congestion.png
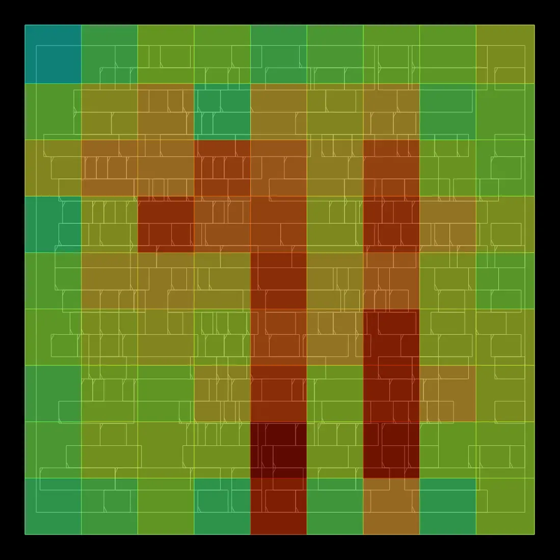
clk_routes.png
Scale: 6 px per um.
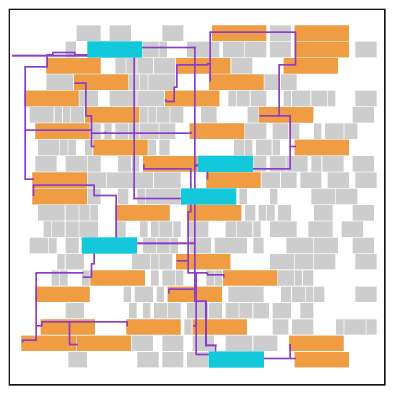
flops_by_reg.png
Scale: 4 px per um. Other sequential cells in the stronger grey, the rest of the logic in the fainter grey.
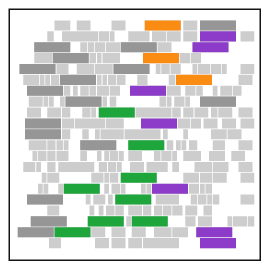
## src/rtl/parking_pkg.sv

```systemverilog
// Shared constants and types for the parking path tracker: route codes,
// junction direction codes and the tracker state encoding.
package parking_pkg;

  localparam int unsigned NUM_BLOCKS = 7;

  typedef enum logic [1:0] {
    DIR_ILLEGAL = 2'b00,
    DIR_1       = 2'b01,
    DIR_2       = 2'b10,
    DIR_3       = 2'b11
  } dir_e;

  localparam logic [7:0] PATH_B0 = 8'b1111_1000;
  localparam logic [7:0] PATH_B1 = 8'b1111_0000;
  localparam logic [7:0] PATH_B2 = 8'b1101_0000;
  localparam logic [7:0] PATH_B3 = 8'b1101_1100;
  localparam logic [7:0] PATH_B4 = 8'b1100_0000;
  localparam logic [7:0] PATH_B5 = 8'b1101_0000;
  localparam logic [7:0] PATH_B6 = 8'b1101_0100;

  localparam logic [7:0] PATH_CODE [NUM_BLOCKS] = '{
    PATH_B0, PATH_B1, PATH_B2, PATH_B3, PATH_B4, PATH_B5, PATH_B6
  };

  localparam logic [2:0] NO_BLOCK = 3'd7;

  typedef enum logic [1:0] {
    ST_IDLE   = 2'd0,
    ST_TRACK  = 2'd1,
    ST_DECODE = 2'd2
  } state_e;

endpackage

```

## src/rtl/path_tracker_if.sv

```systemverilog
// Sensor-side and controller-side signals of the path tracker.
interface path_tracker_if;
  import parking_pkg::*;

  logic                  entry;
  logic                  hop_valid;
  logic [1:0]            hop_dir;
  logic                  hop_last;
  logic                  exit_valid;
  logic [2:0]            exit_block;
  logic                  busy;
  logic                  block_valid;
  logic [2:0]            block_id;
  logic [7:0]            path_out;
  logic                  error;
  logic [NUM_BLOCKS-1:0] occupied;
  logic                  full;

  modport master (
    output entry, hop_valid, hop_dir, hop_last, exit_valid, exit_block,
    input  busy, block_valid, block_id, path_out, error, occupied, full
  );

  modport slave (
    input  entry, hop_valid, hop_dir, hop_last, exit_valid, exit_block,
    output busy, block_valid, block_id, path_out, error, occupied, full
  );
endinterface

```

## src/rtl/path_decode.sv

```systemverilog
// Combinational route decoder: picks the lowest-index free block whose code
// matches the assembled path word.
module path_decode
  import parking_pkg::*;
(
  input  logic [7:0]            path,
  input  logic [NUM_BLOCKS-1:0] occ,
  output logic                  hit,
  output logic [2:0]            blockIdx
);

  always_comb begin
    hit      = 1'b0;
    blockIdx = '0;
    for (int unsigned i = 0; i < NUM_BLOCKS; i++) begin
      if (!hit && (path == PATH_CODE[i]) && !occ[i]) begin
        hit      = 1'b1;
        blockIdx = 3'(i);
      end
    end
  end

endmodule

```

## src/rtl/path_tracker.sv

```systemverilog
// Tracks a car through the junctions, rebuilds its path word and decodes it
// to a parking block while maintaining the occupancy map.
module path_tracker
  import parking_pkg::*;
#(
  parameter int unsigned MAX_HOPS = 3,
  parameter int unsigned TIMEOUT  = 255
) (
  input  logic          clk,
  input  logic          rst_n,
  path_tracker_if.slave bus
);

  localparam int unsigned TW = $clog2(TIMEOUT + 1);
  localparam int unsigned HW = $clog2(MAX_HOPS + 1);

  state_e                state;
  logic [7:0]            pathReg;
  logic [HW-1:0]         hopCnt;
  logic [TW-1:0]         timer;
  logic                  busyR;
  logic                  blockValidR;
  logic                  errorR;
  logic [2:0]            blockIdR;
  logic [NUM_BLOCKS-1:0] occ;
  logic                  fullR;

  logic [NUM_BLOCKS-1:0] occCleared;
  logic [NUM_BLOCKS-1:0] occNext;
  logic                  hit;
  logic [2:0]            hitIdx;

  // Exit clear is folded in before decode so a same-cycle clear/set of one bit ends set.
  always_comb begin
    occCleared = occ;
    if (bus.exit_valid && (bus.exit_block != NO_BLOCK))
      occCleared[bus.exit_block] = 1'b0;
    occNext = occCleared;
    if ((state == ST_DECODE) && hit)
      occNext[hitIdx] = 1'b1;
  end

  path_decode uDecode (
    .path     (pathReg),
    .occ      (occCleared),
    .hit      (hit),
    .blockIdx (hitIdx)
  );

  always_ff @(posedge clk or negedge rst_n) begin
    if (!rst_n) begin
      state       <= ST_IDLE;
      pathReg     <= '0;
      hopCnt      <= '0;
      timer       <= '0;
      busyR       <= 1'b0;
      blockValidR <= 1'b0;
      errorR      <= 1'b0;
      blockIdR    <= '0;
      occ         <= '0;
      fullR       <= 1'b0;
    end else begin
      blockValidR <= 1'b0;
      errorR      <= 1'b0;
      occ         <= occNext;
      fullR       <= &occNext;
      case (state)
        ST_IDLE: begin
          if (bus.entry) begin
            pathReg <= '0;
            hopCnt  <= '0;
            timer   <= '0;
            busyR   <= 1'b1;
            state   <= ST_TRACK;
          end
        end
        ST_TRACK: begin
          if (bus.hop_valid) begin
            if ((bus.hop_dir == DIR_ILLEGAL) || (hopCnt == HW'(MAX_HOPS))) begin
              errorR <= 1'b1;
              busyR  <= 1'b0;
              state  <= ST_IDLE;
            end else begin
              // Hop k lands in bits [7-2k:6-2k]; those bits were zeroed at entry.
              pathReg <= pathReg | ({bus.hop_dir, 6'b0} >> {hopCnt, 1'b0});
              hopCnt  <= hopCnt + HW'(1);
              timer   <= '0;
              if (bus.hop_last)
                state <= ST_DECODE;
            end
          end else if (timer == TW'(TIMEOUT - 1)) begin
            errorR <= 1'b1;
            busyR  <= 1'b0;
            state  <= ST_IDLE;
          end else begin
            timer <= timer + TW'(1);
          end
        end
        ST_DECODE: begin
          busyR <= 1'b0;
          state <= ST_IDLE;
          if (hit) begin
            blockValidR <= 1'b1;
            blockIdR    <= hitIdx;
          end else begin
            errorR <= 1'b1;
          end
        end
        default: state <= ST_IDLE;
      endcase
    end
  end

  assign bus.busy        = busyR;
  assign bus.block_valid = blockValidR;
  assign bus.block_id    = blockIdR;
  assign bus.path_out    = pathReg;
  assign bus.error       = errorR;
  assign bus.occupied    = occ;
  assign bus.full        = fullR;

endmodule

```

## src/flat_wrapper.sv

```systemverilog
// flat-port wrapper written by rule: the top's interface ports become plain ports
module path_tracker_flat import parking_pkg::*;
#(
  parameter int unsigned MAX_HOPS = 3,
  parameter int unsigned TIMEOUT  = 255
)
  (clk, rst_n, bus_entry, bus_hop_valid, bus_hop_dir, bus_hop_last, bus_exit_valid, bus_exit_block, bus_busy, bus_block_valid, bus_block_id, bus_path_out, bus_error, bus_occupied, bus_full);
  path_tracker_if bus_i ();
  input  logic clk;
  input  logic rst_n;
  input wire logic [$bits(bus_i.entry)-1:0] bus_entry;
  input wire logic [$bits(bus_i.hop_valid)-1:0] bus_hop_valid;
  input wire logic [$bits(bus_i.hop_dir)-1:0] bus_hop_dir;
  input wire logic [$bits(bus_i.hop_last)-1:0] bus_hop_last;
  input wire logic [$bits(bus_i.exit_valid)-1:0] bus_exit_valid;
  input wire logic [$bits(bus_i.exit_block)-1:0] bus_exit_block;
  output wire logic [$bits(bus_i.busy)-1:0] bus_busy;
  output wire logic [$bits(bus_i.block_valid)-1:0] bus_block_valid;
  output wire logic [$bits(bus_i.block_id)-1:0] bus_block_id;
  output wire logic [$bits(bus_i.path_out)-1:0] bus_path_out;
  output wire logic [$bits(bus_i.error)-1:0] bus_error;
  output wire logic [$bits(bus_i.occupied)-1:0] bus_occupied;
  output wire logic [$bits(bus_i.full)-1:0] bus_full;
  assign bus_i.entry = bus_entry;
  assign bus_i.hop_valid = bus_hop_valid;
  assign bus_i.hop_dir = bus_hop_dir;
  assign bus_i.hop_last = bus_hop_last;
  assign bus_i.exit_valid = bus_exit_valid;
  assign bus_i.exit_block = bus_exit_block;
  assign bus_busy = bus_i.busy;
  assign bus_block_valid = bus_i.block_valid;
  assign bus_block_id = bus_i.block_id;
  assign bus_path_out = bus_i.path_out;
  assign bus_error = bus_i.error;
  assign bus_occupied = bus_i.occupied;
  assign bus_full = bus_i.full;
  path_tracker #(.MAX_HOPS(MAX_HOPS), .TIMEOUT(TIMEOUT)) u_core (.clk(clk), .rst_n(rst_n), .bus(bus_i));
endmodule
```

## config.mk

```make
export PLATFORM = sky130hd
export DESIGN_NAME = path_tracker_flat
export DESIGN_NICKNAME = d
export VERILOG_FILES = /design/src/rtl/parking_pkg.sv /design/src/rtl/path_tracker_if.sv /design/src/rtl/path_decode.sv /design/src/rtl/path_tracker.sv /design/src/flat_wrapper.sv
export SDC_FILE = /design/constraint.sdc
export NUM_CORES = 1
export LEC_CHECK = 0
export CAP_MARGIN = 20
export CORE_UTILIZATION = 52
export CTS_BUF_LIST = sky130_fd_sc_hd__clkbuf_16
export DETAILED_ROUTE_END_ITERATION = 10
export GPL_ROUTABILITY_DRIVEN = 0
export GPL_TIMING_DRIVEN = 0
export PLACE_DENSITY = 0.78
export REMOVE_ABC_BUFFERS = 1
export SYNTH_ARGS = -nofsm -noshare
export SYNTH_HDL_FRONTEND = slang
export SYNTH_SLANG_ARGS = --single-unit
```

## constraint.sdc

```tcl
create_clock -name clk -period 2.3 [get_ports clk]
set_input_delay 0.345 -clock clk [delete_from_list [all_inputs] [get_ports clk]]
set_output_delay 0.345 -clock clk [all_outputs]
set_load 0.005 [all_outputs]
```

==> impl_metrics.py <==
# Synthesis and PnR figures
metrics = {
    "run_status": {
        "status": "finished clean",
    },
    "global_route": {
        "first_global_vias": 1570,
        "grt-ovfl-total": 0,
        "gr-usage-all-layers": 0.244,
        "grt_max_degree": 35,
        "grt_pass1_wl_mm": 7.25,
    },
    "layout": {
        "fin_nets": 244,
        "fillers": 261,
        "buf_share": 0.134,
        "logic_gate_count": 141,
        "seq_area_frac": 0.353,
        "top_area_cell_class": "logic gates",
        "final.clkbuf_count": 5,
        "drive_gt1_frac": 0.106,
        "nNonClkInverters": 11,
        "final_area_mm2": 0.00241,
        "sh_comb_area": 0.416,
        "seq_area_um2": 851,
    },
    "job": {
        "warning_count": 29,
        "maxCapViolCount": 0,
    },
    "yosys": {
        "yosys_most_used_dff": "dfrtp_1",
        "yosys_warnings": 0,
        "synth_cells": 191,
        "synth_cell_types": 55,
        "ys_seq_elements": 34,
        "top_area_cell": "dfrtp_1",
        "top_area_frac": 0.449,
        "synth.area.top_cells": "dfrtp_1 (45%), ha_1 (4.6%), nor2_1 (4.6%)",
        "top_logic_kind": "simple AND/OR/NAND/NOR gates",
        "seq_area_frac_synth": 0.449,
        "ys_sh_mux": 0.0172,
    },
    "die": {
        "core_area_mm2": 0.00342,
        "taps": 46,
        "die_w_um": 62.4,
        "fp_util": 0.555,
        "io_pins": 33,
    },
    "setup_path": {
        "cp-start-kind": "primary input",
        "endpoint": "u_core.bus.block_id[1]",
        "slowest_stage": "clkdlybuf4s50_1",
        "cp_slowest_stage_delay_ps": 580,
        "critPathCaptureType": "register",
        "path_depth": 7,
        "critPathArrivalTime_ps": 2380,
        "crit_start": "bus_exit_block[2]",
        "cpMostUsedCell": "o21a_1",
        "required_ps": 2470,
        "r2r-end": "u_core.timer[7]",
        "worstPathCellList": "clkdlybuf4s50_1 > and4b_1 > o211a_1 > o211ai_1 > nand3_2 > o21a_1 > o21a_1",
    },
    "routing": {
        "drc": 0,
        "ant_nets": 0,
        "wl_per_cell_um": 15.9,
        "vias": 1609,
        "dr.pass1.iters": 4,
        "wirelength_mm": 4.34,
        "top_layer": "met4",
    },
    "timing": {
        "tightest_slew_ps": 766,
        "fin_setup_tns_ps": 0,
        "slew-limit-headroom": 0.490,
        "slew_viol_final": 0,
        "finalHoldViolations": 0,
        "setup_violations": 0,
    },
    "clock_network": {
        "post-cts-setup-buffers": 0,
        "cts_tree": "yes",
        "hold_buffers": 0,
        "ctsResizeCount": 1,
        "cts.sinks": 34,
    },
    "power": {
        "p_switching_uw": 984,
        "power_leader": "combinational logic",
        "p_comb_uw": 1080,
        "p_leak_uw": 0.00104,
        "seq-power_uw": 947,
        "ir_drop_v": 0.000681,
    },
    "hold_path": {
        "hold_class": "in2async",
    },
    "place": {
        "place_hpwl_mm": 3.08,
        "io_buffers": 32,
    },
}
-- congestion.png (at the start) --
GR Util met3: 0.0368
grt met1 use: 0.276
final core occ: 0.707
met2 usage: 0.435
Top Usage Layer GRT: met2

-- clk_routes.png (at the start) --
Orange stands for flip-flops, count 34. Purple stands for clock wires, length 468 um. Cyan stands for clock drivers, count 5.
There are 6 routed clock nets.
Final Skew: 2.90 ps
clk_lat worst skew: 280 ps
P_clk: 627 uW
Clk network pwr share: 0.237

-- flops_by_reg.png (at the start) --
Green stands for u_core.bus.path_out, flops 8. Purple stands for u_core.bus.occupied, flops 7. Orange stands for u_core.bus.block_id, flops 3.
Another 16 sequential cells are not coloured.

[cell usage after synthesis, drive strengths merged, types with 2 or more instances]
cell type,instances
nand4bb,3
a41oi,2
nand2,11
or2,2
o211ai,2
nand3b,2
dfrtp,34
a21oi,6
nor2,23
nand3,7
a211oi,3
o31ai,2
nor2b,3
xor2,6
o21bai,3
o21ai,9
o22ai,2
a31oi,9
nor3,4
o21a,3
nand4,7
mux2,2
inv,11
and2,3
clkbuf,4
nand4b,3
ha,7
[metrics by stage]
step	hold WS [ps]	total power, uW	instances	worst slack [ps]	utilization
after global placement	477	1900	264	-379	0.656
after floorplan	49.4	1520	186	112	-
final	143	2650	273	88.8	0.707
after CTS	168	2600	272	27.2	0.696
after global routing	200	2820	273	22.7	0.707
after detailed placement	463	1960	264	-439	0.655
Power is estimated from default activity; no workload was simulated.
